Fig. 1: run 1, routed clock nets over the placement
The bar under the picture is 20 um long.
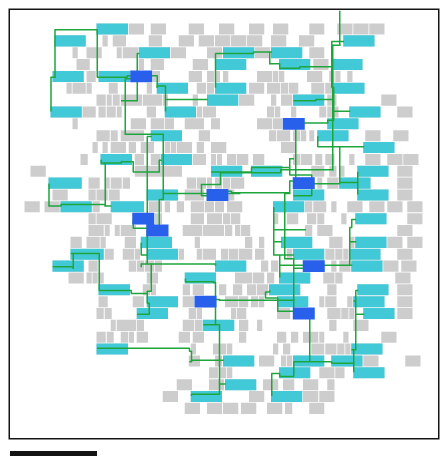
Fig. 2: run 1, the clock network
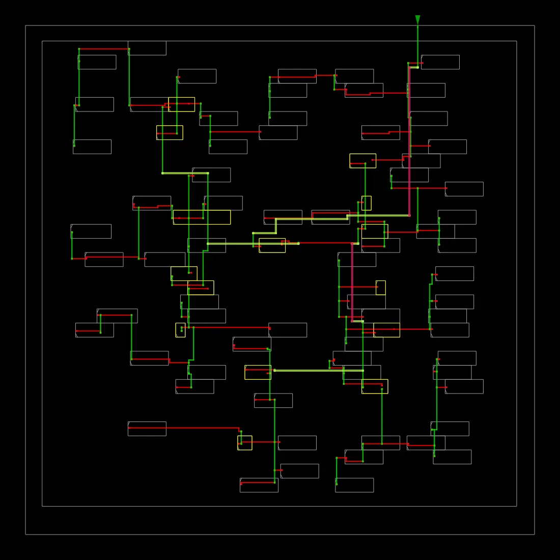
Fig. 3: run 1, ports around the boundary
Pins as bars across the die edge, other pins in gray.
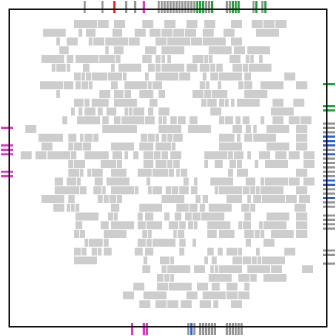
**config.mk**
```make
export PLATFORM = sky130hd
export DESIGN_NAME = vga_segdac_driver
export DESIGN_NICKNAME = d
export VERILOG_FILES = /design/src/rtl/vga_segdac_driver.sv
export SDC_FILE = /design/constraint.sdc
export NUM_CORES = 1
export LEC_CHECK = 0
export CAP_MARGIN = 20
export CELL_PAD_IN_SITES_DETAIL_PLACEMENT = 0
export CELL_PAD_IN_SITES_GLOBAL_PLACEMENT = 1
export CORE_MARGIN = 3
export CORE_UTILIZATION = 34
export DETAILED_ROUTE_END_ITERATION = 7
export PLACE_DENSITY = 0.82
export SETUP_SLACK_MARGIN = 0.5
export SYNTH_ARGS = -nofsm -noshare
export SYNTH_HDL_FRONTEND = slang
export SYNTH_SLANG_ARGS = --single-unit
```
**constraint.sdc**
```tcl
create_clock -name clk -period 3 [get_ports clk]
set_input_delay 0.6 -clock clk [delete_from_list [all_inputs] [get_ports clk]]
set_output_delay 0.6 -clock clk [all_outputs]
set_load 0.01 [all_outputs]
```
**src/rtl/vga_segdac_driver.sv**
```systemverilog
// vga_segdac_driver: VGA raster timing with thermometer-coded segmented DAC colour outputs.
module vga_segdac_driver #(
    parameter int H_VIS  = 640,
    parameter int H_FP   = 16,
    parameter int H_SYNC = 96,
    parameter int H_BP   = 48,
    parameter int V_VIS  = 480,
    parameter int V_FP   = 10,
    parameter int V_SYNC = 2,
    parameter int V_BP   = 33
) (
    input  logic        clk,
    input  logic        rst,
    input  logic        pattern_en,
    input  logic [7:0]  pix_r,
    input  logic [7:0]  pix_g,
    input  logic [7:0]  pix_b,
    output logic [9:0]  hpos,
    output logic [9:0]  vpos,
    output logic        visible,
    output logic [11:0] R,
    output logic [11:0] G,
    output logic [11:0] B,
    output logic        hsync,
    output logic        vsync,
    output logic        de,
    output logic        frame_start
);
    localparam logic [9:0] HV  = 10'(H_VIS);
    localparam logic [9:0] HS0 = 10'(H_VIS + H_FP);
    localparam logic [9:0] HS1 = 10'(H_VIS + H_FP + H_SYNC);
    localparam logic [9:0] HT1 = 10'(H_VIS + H_FP + H_SYNC + H_BP - 1);
    localparam logic [9:0] VV  = 10'(V_VIS);
    localparam logic [9:0] VS0 = 10'(V_VIS + V_FP);
    localparam logic [9:0] VS1 = 10'(V_VIS + V_FP + V_SYNC);
    localparam logic [9:0] VT1 = 10'(V_VIS + V_FP + V_SYNC + V_BP - 1);

    logic [9:0]  hpos_q, hpos_d, vpos_q, vpos_d;
    logic [7:0]  fcnt_q, fcnt_d;
    logic [11:0] r_q, r_d, g_q, g_d, b_q, b_d;
    logic        hs_q, hs_d, vs_q, vs_d, de_q, fs_q, fs_d;
    logic        h_end, v_end;

    // Each 2-bit digit becomes a 3-bit thermometer code: 0->000, 1->001, 2->011, 3->111.
    function automatic logic [11:0] enc(input logic [7:0] c);
        logic [11:0] e;
        for (int k = 0; k < 4; k++)
            e[3*k +: 3] = {c[2*k+1] & c[2*k], c[2*k+1], c[2*k+1] | c[2*k]};
        return e;
    endfunction

    always_comb begin
        h_end   = hpos_q == HT1;
        v_end   = vpos_q == VT1;
        hpos_d  = h_end ? 10'd0 : hpos_q + 10'd1;
        vpos_d  = h_end ? (v_end ? 10'd0 : vpos_q + 10'd1) : vpos_q;
        fcnt_d  = (h_end && v_end) ? fcnt_q + 8'd1 : fcnt_q;
        visible = (hpos_q < HV) && (vpos_q < VV);
        r_d     = visible ? enc(pattern_en ? hpos_q[7:0] : pix_r) : 12'h000;
        g_d     = visible ? enc(pattern_en ? vpos_q[7:0] : pix_g) : 12'h000;
        b_d     = visible ? enc(pattern_en ? fcnt_q : pix_b) : 12'h000;
        hs_d    = !((hpos_q >= HS0) && (hpos_q < HS1));
        vs_d    = !((vpos_q >= VS0) && (vpos_q < VS1));
        fs_d    = (hpos_q == 10'd0) && (vpos_q == 10'd0);
    end

    always_ff @(posedge clk) begin
        if (rst) begin
            hpos_q <= '0;
            vpos_q <= '0;
            fcnt_q <= '0;
            r_q    <= '0;
            g_q    <= '0;
            b_q    <= '0;
            hs_q   <= 1'b1;
            vs_q   <= 1'b1;
            de_q   <= 1'b0;
            fs_q   <= 1'b0;
        end else begin
            hpos_q <= hpos_d;
            vpos_q <= vpos_d;
            fcnt_q <= fcnt_d;
            r_q    <= r_d;
            g_q    <= g_d;
            b_q    <= b_d;
            hs_q   <= hs_d;
            vs_q   <= vs_d;
            de_q   <= visible;
            fs_q   <= fs_d;
        end
    end

    assign hpos        = hpos_q;
    assign vpos        = vpos_q;
    assign R           = r_q;
    assign G           = g_q;
    assign B           = b_q;
    assign hsync       = hs_q;
    assign vsync       = vs_q;
    assign de          = de_q;
    assign frame_start = fs_q;
endmodule
```
==> summary.txt, run 1 <==
Implementation progress

Synthesis handed over a netlist of 335 instances. The total number of H-tree levels stands at 3. STA classifies the critical path startpoint as a register. The launch point of the worst register-to-register path is recorded as vpos[1]. The share of post-route cells with drive strength above 1 stands at 0.0815. Compared with the post-synthesis result, the final layout area differs by 39.2%. The most critical setup path has its startpoint at vpos[1]. The number of synthesized register bits stands at 68.

The post-CTS hold buffer count recorded in the log is 0. Once detail routing completed, the nets flagged for antenna violations numbered 0. In this run the mean area of a mapped cell was 8.63 sq um. The repair_antennas step left the layout with diodes totalling 0. The final setup TNS stands at 0 ns. Per the detail_route report, DRC violations left total 0.

The cell depth of the worst min-delay path stands at 2. The number of nets at the end of the flow stands at around 450. met3 track demand over resource after global routing is 0.0343. The peak fanout along the critical path stands at 14. By startpoint and endpoint, the worst setup path is classified as register to register.

The depth of the worst register-to-register path stands at 6. The iteration-0 DRC count of the detailed router stands at 177. The number of antenna violations at the first check in global routing is 0. Yosys instantiated no cell more often than sky130_fd_sc_hd__dfxtp_1. The xor/xnor share of the synthesized area stands at 0.0242. Per the OpenROAD timing report, the critical path contains 6 cells.

STA classifies the critical path endpoint as a register. The data arrival at the endpoint of the critical path stands at 2.63 ns. Following the worst setup path forward leads to its endpoint at fcnt_q[7]. The routed design could run at a clock period as short as 2.36 ns. The stage logs contain a warning count of 29. The type recorded for the worst min-delay path is register to register. The leakage power figure stands at 1.43 nW. The critical path goes through inv_1, ha_1, nor4b_1, nand3_2, or4_1, a21oi_1.

The per-cell via count in the routed design stands at about 5.3. TritonCTS built the clock tree. Max-cap violations in this run came to 0. The main area contributors are sky130_fd_sc_hd__dfxtp_1 47%, sky130_fd_sc_hd__nor2_1 6.0%, sky130_fd_sc_hd__a21oi_1 4.2%, sky130_fd_sc_hd__a32oi_1 3.6%, sky130_fd_sc_hd__clkbuf_1 2.9%. The fraction of synthesized area in multiplexers stands at 0.00346. The wire length reported by the detailed router stands at 8.07 mm. The first global-routing pass estimated between 10 and 15 mm of wire. For the pin with the worst max-slew slack, the measured transition is 0.584 ns. Setup repair after global routing could not meet its margin everywhere.

STA lists the startpoint of the worst hold path as fcnt_q[7]. The number of global-route vias before repair stands at 2434. Total power normalized to cell area comes to around 460 nW/um^2.

For this design, the slowest cell found on the critical path is sky130_fd_sc_hd__or4_1. The commonest register cell is sky130_fd_sc_hd__dfxtp_1. The post-layout total power stands at roughly 0.0019 W. The number of placement rows stands at 33. In this run the critical register-to-register path is captured at fcnt_q[7]. The count of unique library cells instantiated by Yosys stands at 41. The share of the Yosys chip area taken by registers is 0.471. The clock-pin transition on the worst setup and hold timing paths stands at 0.07 ns. The critical path buffer and inverter count stands at 1. The adder-cell share of the synthesized area stands at 0.0216.

The final report gives the standard cell area, fillers excluded, as about 4000 sq um. Broken down by cell family, the worst path's largest delay share belongs to simple AND/OR/NAND/NOR gates. Hold is met by 0.535 ns. The number of cells reported by Yosys stat comes to between 300 and 400. For reference, the final report shows the hold violation count at 0. The run finished with clean final reports. In the global route stage, met2 resource usage came out at 0.247. The placement report lists the number of port buffers as 87. The overall overflow remaining after global route stands at 0. The number of buffers on the longest clock path stands at 2. The total die size stands at slightly below 10000 sq um. The largest total area in the synthesized netlist belongs to sky130_fd_sc_hd__dfxtp_1. The top-level I/O count stands at 88. The clock reaches the later pin of the worst-skew pair after 0.33 ns. The iteration count recorded for the first detailed-route pass is 6. The area of the core region stands at 8220 sq um. CTS added clock buffers totalling 9.
Back to the opening pictures, Fig. 1:
[cyan] flip-flops | count: 68
[green] clock wires | length: 853 um
[blue] clock-net drivers | count: 9
routed clock nets: 10

Back to the opening pictures, Fig. 2:
Worst Skew: 0.00548 ns
TritonCTS Sinks: 68
Clk power: 0.000730 W

Back to the opening pictures, Fig. 3:
[magenta] vpos | pins: 10 | direction: output | edge: 6 west, 3 south, 1 north
[red] hsync | pins: 1 | direction: output | edge: north
[green] R | pins: 12 | direction: output | edge: 9 north, 3 east
[blue] pix_g | pins: 8 | direction: input | edge: 7 east, 1 south
all pins by edge: 34 north, 30 east, 18 south, 6 west

run 1: per-layer routing:
layer | up-vias | routed length [um]
met5 | - | 0
met4 | 0 | 67
met3 | 8 | 523
met2 | 99 | 3630
met1 | 1270 | 3850
li1 | 1365 | -
run 1: layout make-up:
type / count / area [sq um]
clock buffer: 10 / 138
clock inverter: 5 / 52.6
sequential: 68 / 1370
timing repair buffer: 92 / 903
fill: 774 / 4190
inverter: 13 / 48.8
multi-input combinational: 229 / 1380
tap: 105 / 131
run 1: power breakdown:
part	switching, W	leakage [nW]	internal [W]
registers	0.0000124	0.557	0.000929
clock network	0.000333	0.0979	0.000397
logic	0.0000834	0.776	0.000101
total	0.000429	1.43	0.00143
run 1: through the flow:
stage	worst slack, ns	instances
after detailed placement	0.624	507
after global routing	0.498	522
after floorplan	0.806	335
after CTS	0.572	522
after global placement	0.716	507
final	0.638	522
run 1: sequential cells by signal, summed over array words and instances (netlist names):
name         count
R               12
vsync            1
fcnt_q           8
hpos            10
G               12
hsync            1
vpos            10
B               12
frame_start      1
de               1
run 1: worst register-to-register path, stage by stage, from the launching register on:
cell and delay [ns]:
sky130_fd_sc_hd__dfxtp_1 0.41, sky130_fd_sc_hd__inv_1 0.13, sky130_fd_sc_hd__ha_1 0.17, sky130_fd_sc_hd__nor4b_1 0.50
sky130_fd_sc_hd__nand3_2 0.37, sky130_fd_sc_hd__or4_1 0.58, sky130_fd_sc_hd__a21oi_1 0.14
run 1: repair_timing:
action                     4_1_cts  5_1_grt
setup endpoints to repair        0        4
buffers inserted                 0        0
resized                          0        4
run 1: logic make-up after synthesis:
family | count (synthesis)
AND-OR/OR-AND | 72
AND/OR/NAND/NOR | 143
adder cells (fa/ha/maj) | 5
flip-flops | 68
XOR/XNOR | 8
multiplexers | 1
buffers and inverters | 38
==> run 1 -> run 2 <==
==> constraint.sdc (replaced) <==
create_clock -name clk -period 2.35 [get_ports clk]
set_input_delay 0.47 -clock clk [delete_from_list [all_inputs] [get_ports clk]]
set_output_delay 0.47 -clock clk [all_outputs]
set_load 0.01 [all_outputs]
Fig. 4: run 2, register map, names as in the netlist
Other sequential cells in the stronger gray, the rest of the logic in the fainter gray.
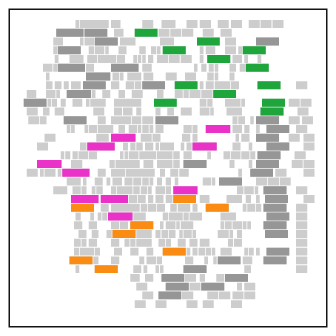
[magenta] vpos | flops: 10
[green] R | flops: 12
[orange] fcnt_q | flops: 8
not colored: 38
footprint of the flip-flops and latches: 1400 sq um
sequential fraction of total cell area: 0.319

==> run 2 against run 1 <==
Via count rose by 6.1%. Register-to-register slack got worse by 0.32 ns. Largest cell class unchanged. Cell count rose by 5.4%. Critical path type unchanged. Core utilization rose by 4.4 points.
==> summary.txt, run 2 <==
Implementation progress

The count of buffers from port buffering stands at just under 90. Derived from the worst setup path, the maximum achievable clock frequency is 492 MHz. The number of warnings reported in the stage logs is 31. The total number of H-tree levels stands at 3. The cell area after layout stands at around 4400 sq um. The count of unique library cells instantiated by Yosys stands at 41.

Once detail routing completed, the nets flagged for antenna violations numbered 0. The cell sequence reported for the critical path is inv_4, ha_4, or4b_4, or4_4, or4_4, a21oi_1. The cell depth of the worst min-delay path stands at 1. The clock buffer count stands at 16. The chip occupies 9640 sq um.

The fraction of cell area in multi-input combinational cells is reported as 0.338. The final timing report lists clock skew as ~0.013 ns. STA classifies the critical path startpoint as a register. Per the post-synthesis stats, the area per cell is approximately 8.6 sq um. For reference, the placement row count at floorplan is 33. For reference, the final report shows the hold violation count at 0. The placer congestion estimate stands at 0.874. The number of nets at the end of the flow stands at 472. For this run the detailed placement stage logged an HPWL of ~6.1 mm.

The per-cell via count in the routed design stands at around 5.3. The region available for standard cell placement spans 8220 sq um. The flow ran to the end, and the final reports show no timing, DRC or antenna violations. The number of synthesized register bits stands at 68.

The number of buffers on the longest clock path stands at 2. The count of hold buffers inserted by post-cts repair stands at 0. The non-clock buffer area fraction after layout stands at 0.255. The total iterations of the first detailed-routing run stands at 4.

The iteration-0 DRC count of the detailed router stands at 177. Looking at the reg2reg group, the worst path ends at fcnt_q[6]. For this design, the sink count on the clock tree is 68. The global-route wire length before repair stands at 13.5 mm. The path class of the tightest hold or removal check is register to register. The number of well taps stands at 105.

The global route stage reports its total congestion overflow as 0. The largest cell class by area is multi-input combinational cells. The number of global-route vias before repair came to 2603.

Sorting the Yosys area breakdown by cell type puts at the top sky130_fd_sc_hd__dfxtp_1. By area the synthesized netlist is led by sky130_fd_sc_hd__dfxtp_1 47%, sky130_fd_sc_hd__nor2_1 6.0%, sky130_fd_sc_hd__a21oi_1 4.2%, sky130_fd_sc_hd__a32oi_1 3.6%, sky130_fd_sc_hd__clkbuf_1 2.9%. The max-capacitance violation count stands at 0. The clock period minus worst slack stands at just over 2 ns. Between the synthesized netlist and the finished layout, the area growth was recorded as 51.6%. Of all the cell area in the finished design, the clock network holds 0.0460. The worst setup path is captured at a register. Looking at the post-CTS report, the setup buffer insertion count equals 6.

The antenna diode count stands at 0. For the worst-skew pair, the clock arrives at the later sink with an insertion delay of 0.34 ns. The worst register-to-register path begins at vpos[0]. The starting density of the core stands at 0.352. The count of instantiated cells in the yosys netlist stands at approximately 340. The final layout contains a sequential cell count of 68. For this run, the register share of the synthesized area comes to 0.471. The count of plain and timing-repair buffers stands at 119. The depth of the worst register-to-register path stands at 6. The final layout report lists a filler cell count of 751. Looking at the max-slew report, the worst-margin pin has a slew of 0.404 ns.

The multi-input logic area stands at between 1000 and 1500 sq um. The total power divided by cell area stands at 547 nW/um^2. Counting every instance in the synthesized netlist gives around 340.

The most used flip-flop cell after synthesis is sky130_fd_sc_hd__dfxtp_1. The arrival time of data at the worst endpoint is listed as 2.30 ns. The number of antenna violations at the first check in global routing stands at 0. Across all hold checks on the routed design, the worst slack comes to 0.493 ns. Yosys instantiated no cell more often than sky130_fd_sc_hd__dfxtp_1. The count of inverters not on the clock network in the layout stands at 13. The startpoint identified for the worst hold timing path is hpos[0]. The largest individual stage delay along the critical path comes from the cell sky130_fd_sc_hd__or4b_4. Per the timing report, the biggest fanout along the worst path comes to 4.

Post-CTS repair changed the size of 28 cells. Setup repair after global routing could not meet its margin everywhere. The analysis attributes to cell leakage a power of 1.75 nW.

During I/O placement, the number of pins put on the boundary was 88. Summed over all failing endpoints, the final setup total negative slack is 0 ns. The count of unresolved DRC violations after routing stands at 0. TritonCTS built the clock tree. Of the cells placed in the final design, the portion with a size suffix greater than 1 is 0.193. The number of multi-input combinational cells in the layout stands at approximately 230. By startpoint and endpoint, the worst setup path is classified as register to register. The wire length reported by the detailed router stands at 8.66 mm.
-- run 2: report_power, final --
group,internal (W),switching [W]
Clock,0.000537,0.000423
Sequential,0.00118,0.0000160
Combinational,0.000133,0.000110
Total,0.00185,0.000549
-- run 2: cell families (layout without fill, tap and decap cells) --
family,count (synthesis),in the layout,synth area share
AND/OR/NAND/NOR,143,143,0.261
AND-OR/OR-AND,72,72,0.166
flip-flops,68,68,0.471
buffers and inverters,38,148,0.0520
XOR/XNOR,8,8,0.0242
adder cells (fa/ha/maj),5,5,0.0216
multiplexers,1,1,0.00346
-- run 2: per-stage QoR --
step                instances  power, W  setup WS, ns   util
floorplan                 335   0.00132         0.340      -
global route              550   0.00249         0.264  0.533
detailed placement        518   0.00147         0.253  0.480
global placement          518   0.00147         0.292  0.480
finish                    550   0.00240         0.316  0.533
CTS                       540   0.00241         0.316  0.517
-- run 2: per-layer routing --
layer / track usage / up-vias / part of all wire
met1: 0.253 / 1357 / 0.46
met4: 0.0767 / 0 / 0.021
met5: 0 / - / 0
li1: - / 1430 / -
met3: 0.0379 / 16 / 0.067
met2: 0.252 / 105 / 0.45
-- run 2: worst max path at each step --
stage,start,to,slack [ns],depth (start not counted)
finish,vpos[0],fcnt_q[6],0.32,6
global route,vpos[1],fcnt_q[6],0.26,6
CTS,vpos[0],fcnt_q[6],0.32,6
detailed placement,vpos[0],fcnt_q[3],0.25,6
global placement,vpos[0],fcnt_q[3],0.29,6
floorplan,vpos[0],fcnt_q[6],0.34,6
-- run 2: worst max-delay path: cells and delay by family (launching register included) --
family,cells,cell delay (ns)
AND/OR/NAND/NOR,3,1.33
adder cells (fa/ha/maj),1,0.12
buffers and inverters,1,0.06
AND-OR/OR-AND,1,0.13
flip-flops,1,0.35
==> run 2 -> run 3 <==
--- a/config.mk
+++ b/config.mk
@@ -9,9 +9,9 @@
 export CELL_PAD_IN_SITES_DETAIL_PLACEMENT = 0
 export CELL_PAD_IN_SITES_GLOBAL_PLACEMENT = 1
 export CORE_MARGIN = 3
-export CORE_UTILIZATION = 34
+export CORE_UTILIZATION = 30
 export DETAILED_ROUTE_END_ITERATION = 7
-export PLACE_DENSITY = 0.82
+export PLACE_DENSITY = 0.74
 export SETUP_SLACK_MARGIN = 0.5
 export SYNTH_ARGS = -nofsm -noshare
 export SYNTH_HDL_FRONTEND = slang
Fig. 5: run 3, routed clock nets over the placement
The bar under the picture is 20 um long.
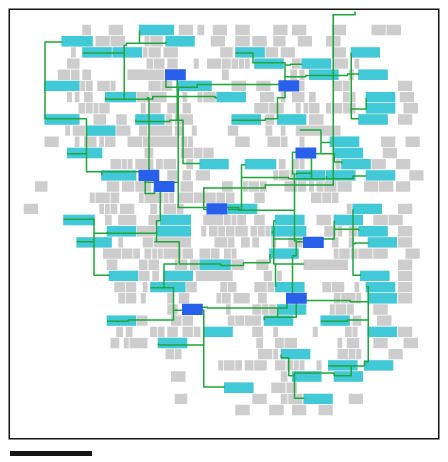
[blue] clock-net drivers | count: 9
[cyan] flip-flops | count: 68
[green] clock wires | length: 982 um
flops lie: all over the die
routed clock nets: 10
Worst Skew: 0.00799 ns
Clk power: 0.00114 W
portion of total power attributed to the clock network: 0.442
source-to-sink clock delay at the later pin of the worst-skew pair: 0.35 ns

==> run 3 against run 2 <==
Clock skew is 0.0050 ns lower. Sequential share of layout area is 0.38 points higher. Sequential power hardly changed. Cell count is 2.9% higher.
==> summary.txt, run 3 <==
Implementation progress

Using the TritonRoute via totals, the vias-per-cell ratio works out to 4.97. Leaving out fill and tap cells, the most frequent cells in the layout are 75 x sky130_fd_sc_hd__clkdlybuf4s50_1, 52 x sky130_fd_sc_hd__dfxtp_1, 46 x sky130_fd_sc_hd__nor2_1. The post-synth count of flops with an enable pin is 0.

The vertical die dimension stands at 104 um. The number of global-route vias before repair came to 2557. The wire length per cell stands at about 15 um. Warnings raised by the tools during the run amount to 31. The wire length reported by the detailed router stands at 8.68 mm. Sorting the synthesized cells by how often they occur yields 68 x sky130_fd_sc_hd__dfxtp_1, 46 x sky130_fd_sc_hd__nor2_1, 24 x sky130_fd_sc_hd__a21oi_1, 22 x sky130_fd_sc_hd__clkbuf_1, 17 x sky130_fd_sc_hd__nand2_1. The slowest stage of the critical path belongs to the cell sky130_fd_sc_hd__or4b_4. The count of unique library cells instantiated by Yosys stands at 41. Post-synth the commonest register cell is sky130_fd_sc_hd__dfxtp_1. Setup repair after global routing could not meet its margin everywhere.

The count of unresolved DRC violations after routing stands at 0. The final setup TNS stands at 0 ns. The depth of the critical timing path with buffers and inverters included stands at 6. CTS built an H-tree with a depth of 3. The number of synthesis warnings stands at 0. OpenSTA lists the critical path endpoint as fcnt_q[6]. The top-level I/O count stands at 88.

For the worst reg-to-reg path, the endpoint reported by OpenROAD is fcnt_q[6]. The final hold violation count stands at 0. STA classifies the critical path startpoint as a register.

The count of instantiated cells in the yosys netlist stands at 335. The worst setup slack after layout stands at 0.267 ns. The global-route wire length before repair stands at around 14 mm.

Across the whole layout, storage elements account for 1410 sq um. Together, buffers and inverters on the worst path number 1. During placement, the flow inserted port buffers numbering 87. According to the floorplan report, the total die area is ~11000 sq um.

The critical path in this run is classified as register to register. According to the timing report, the arrival time at the worst endpoint equals 2.37 ns. The depth of the worst register-to-register path stands at 6. The half-perimeter wire length after placement stands at 6.10 mm. The chip area from the yosys synthesis statistics stands at 2890 sq um. Summed over all cells, the static leakage comes to 1.67 nW. The layout report lists the multi-input gate area as ~1500 sq um. The synthesis stats list as the most numerous cell sky130_fd_sc_hd__dfxtp_1. In this run the maximum-capacitance check reported violations numbering 0. STA classifies the critical path endpoint as a register.

Entering global routing, the biggest net connects 61 pins. Per STA, the worst path accumulates the most delay in the family simple AND/OR/NAND/NOR gates. Overall routing resource usage recorded by global route was 0.157. Based on the critical path, the design can be clocked at up to 480 MHz. The registers of the reported paths see a clock transition of 0.08 ns. The flow ran to the end, and the final reports show no timing, DRC or antenna violations.

The share of Yosys cell area claimed by the top area cell type stands at 0.471. Routability-driven placement finished with a final weighted congestion of 0.866. For this block, the initial DRC count from the detailed router was 171. The number of antenna violations at the first check in global routing stands at 0.

TritonCTS built the clock tree. Once layout is done, the placed cells without fillers occupy 4360 sq um. Per the post-route antenna check, the number of violating nets is 0. The worst-case setup slack after placement stands at 0.276 ns. The cell that appears most often on the critical path is sky130_fd_sc_hd__or4_4. The mean area per synthesized cell stands at 8.63 sq um.

In this run, synthesis produced a sequential element count of 68. In this run the standard cell core region covers 9280 sq um. The number of clock sinks stands at 68. In this design, the stage delay of the slowest critical-path cell is 0.47 ns. The number of nets in the synthesized netlist is 367. The number of buffers on the longest clock path stands at 2. The clock period could shrink to 2.08 ns. The final worst-path cycle share stands at 0.886.

CTS placed an instance of sky130_fd_sc_hd__clkbuf_8 at the clock tree root. The relative slew slack stands at 0.632. The number of instances in the synthesized netlist stands at 335.

The number of nets at the end of the flow stands at 464. The total iterations of the first detailed-routing run stands at 4. The routed layout has 2811 vias.

The total power divided by cell area stands at 590 nW/um^2. The highest supply drop recorded on VDD is 0.248 mV. Per the final layout report, the fraction of cells sized above drive strength 1 comes to 0.181.

The critical path maximum fanout is 4. The starting density of the core stands at 0.311. Counting only logic cells after layout, the most numerous master is sky130_fd_sc_hd__clkdlybuf4s50_1. The worst-case register-to-register setup slack stands at 0.27 ns. Per the timing report, the most critical flop-to-flop path originates at vpos[0]. Of the synthesized area, sequential elements account for 0.471. The most critical setup path has its startpoint at vpos[0].

The async set or reset register ratio after synthesis stands at 0. The number of antenna diodes in the final layout is 0. Per the OpenROAD floorplan log, the width of the die is 104 um. From synthesis to final layout, the design area changed by 50.7%. The post-synthesis instance area stands at 2890 sq um.

The overall overflow remaining after global route stands at 0. On the final layout, the worst hold slack is 0.479 ns. The data required time reported for the critical path is 2.64 ns. The number of clock buffers inserted by TritonCTS stands at 9. The largest total area in the synthesized netlist belongs to sky130_fd_sc_hd__dfxtp_1. For the worst min-delay path, the startpoint reported by OpenROAD is hpos[0]. The count of filler cells inserted in the layout stands at 914.

The worst hold path belongs to the class register to register. The number of pins with negative max-slew slack in the final report stands at 0. The pin closest to its max-slew limit shows a slew of 0.552 ns. The initialized floorplan defines 35 standard-cell rows. The final setup violation count stands at 0. The main area contributors are sky130_fd_sc_hd__dfxtp_1 47%, sky130_fd_sc_hd__nor2_1 6.0%, sky130_fd_sc_hd__a21oi_1 4.2%, sky130_fd_sc_hd__a32oi_1 3.6%, sky130_fd_sc_hd__clkbuf_1 2.9%. Traced cell by cell, the critical path runs through inv_4, ha_4, or4b_4, or4_4, or4_4, a21oi_2. The instance area at placement stands at roughly 4000 sq um.
## run 3: cell counts after synthesis
No cell type changed its count.
## run 3: final cells by class
cell class / instances / area share
Timing Repair Buffer: 111 / 0.239
Sequential cell: 68 / 0.323
Tap cell: 129 / 0.0370
Clock buffer: 11 / 0.0350
Inverter: 13 / 0.0123
Multi-Input combinational cell: 229 / 0.335
Clock inverter: 5 / 0.0190
## run 3: what timing repair did
item / 4_1_cts / 5_1_grt
hold buffers: 0 / 0
gates resized: 33 / 13
setup buffers: 3 / 6
pin swaps: 2 / 1
setup endpoints to repair: 29 / 17
gates cloned: 0 / 1
## run 3: how the worst min path moves through the flow
stage                         end  slack, ns  cells after the start
after floorplan           hpos[0]       0.47                      1
after global routing      hpos[0]       0.51                      1
after global placement    hpos[0]       0.47                      1
after CTS                 hpos[0]       0.49                      1
after detailed placement  hpos[0]       0.47                      1
final                     hpos[0]       0.48                      1
## run 3: per-stage QoR
step	instances	total power, W	utilization
2_1_floorplan	335	0.00132	-
3_3_place_gp	540	0.00147	0.426
3_5_place_dp	540	0.00147	0.426
4_1_cts	559	0.00260	0.461
5_1_grt	566	0.00267	0.469
6_report	566	0.00257	0.469
## run 3: kinds of logic after synthesis
family | synth area share
and+or+nand+nor | 0.261
AOI/OAI and AO/OA | 0.166
DFF | 0.471
buffers and inverters | 0.0520
adders and majority gates | 0.0216
muxes | 0.00346
xor gates and xnor gates | 0.0242
## run 3: layer usage
layer | GRT usage | part of all wire
met5 | 0 | 0
met1 | 0.221 | 0.49
met3 | 0.0503 | 0.071
met2 | 0.227 | 0.43
met4 | 0.0475 | 0.010
## run 3: report_power, final
group,switching [W],internal (W)
Clock,0.000473,0.000665
Combinational,0.000111,0.000131
Sequential,0.0000153,0.00118
Total,0.000599,0.00197
Power and IR drop assume default switching activity.
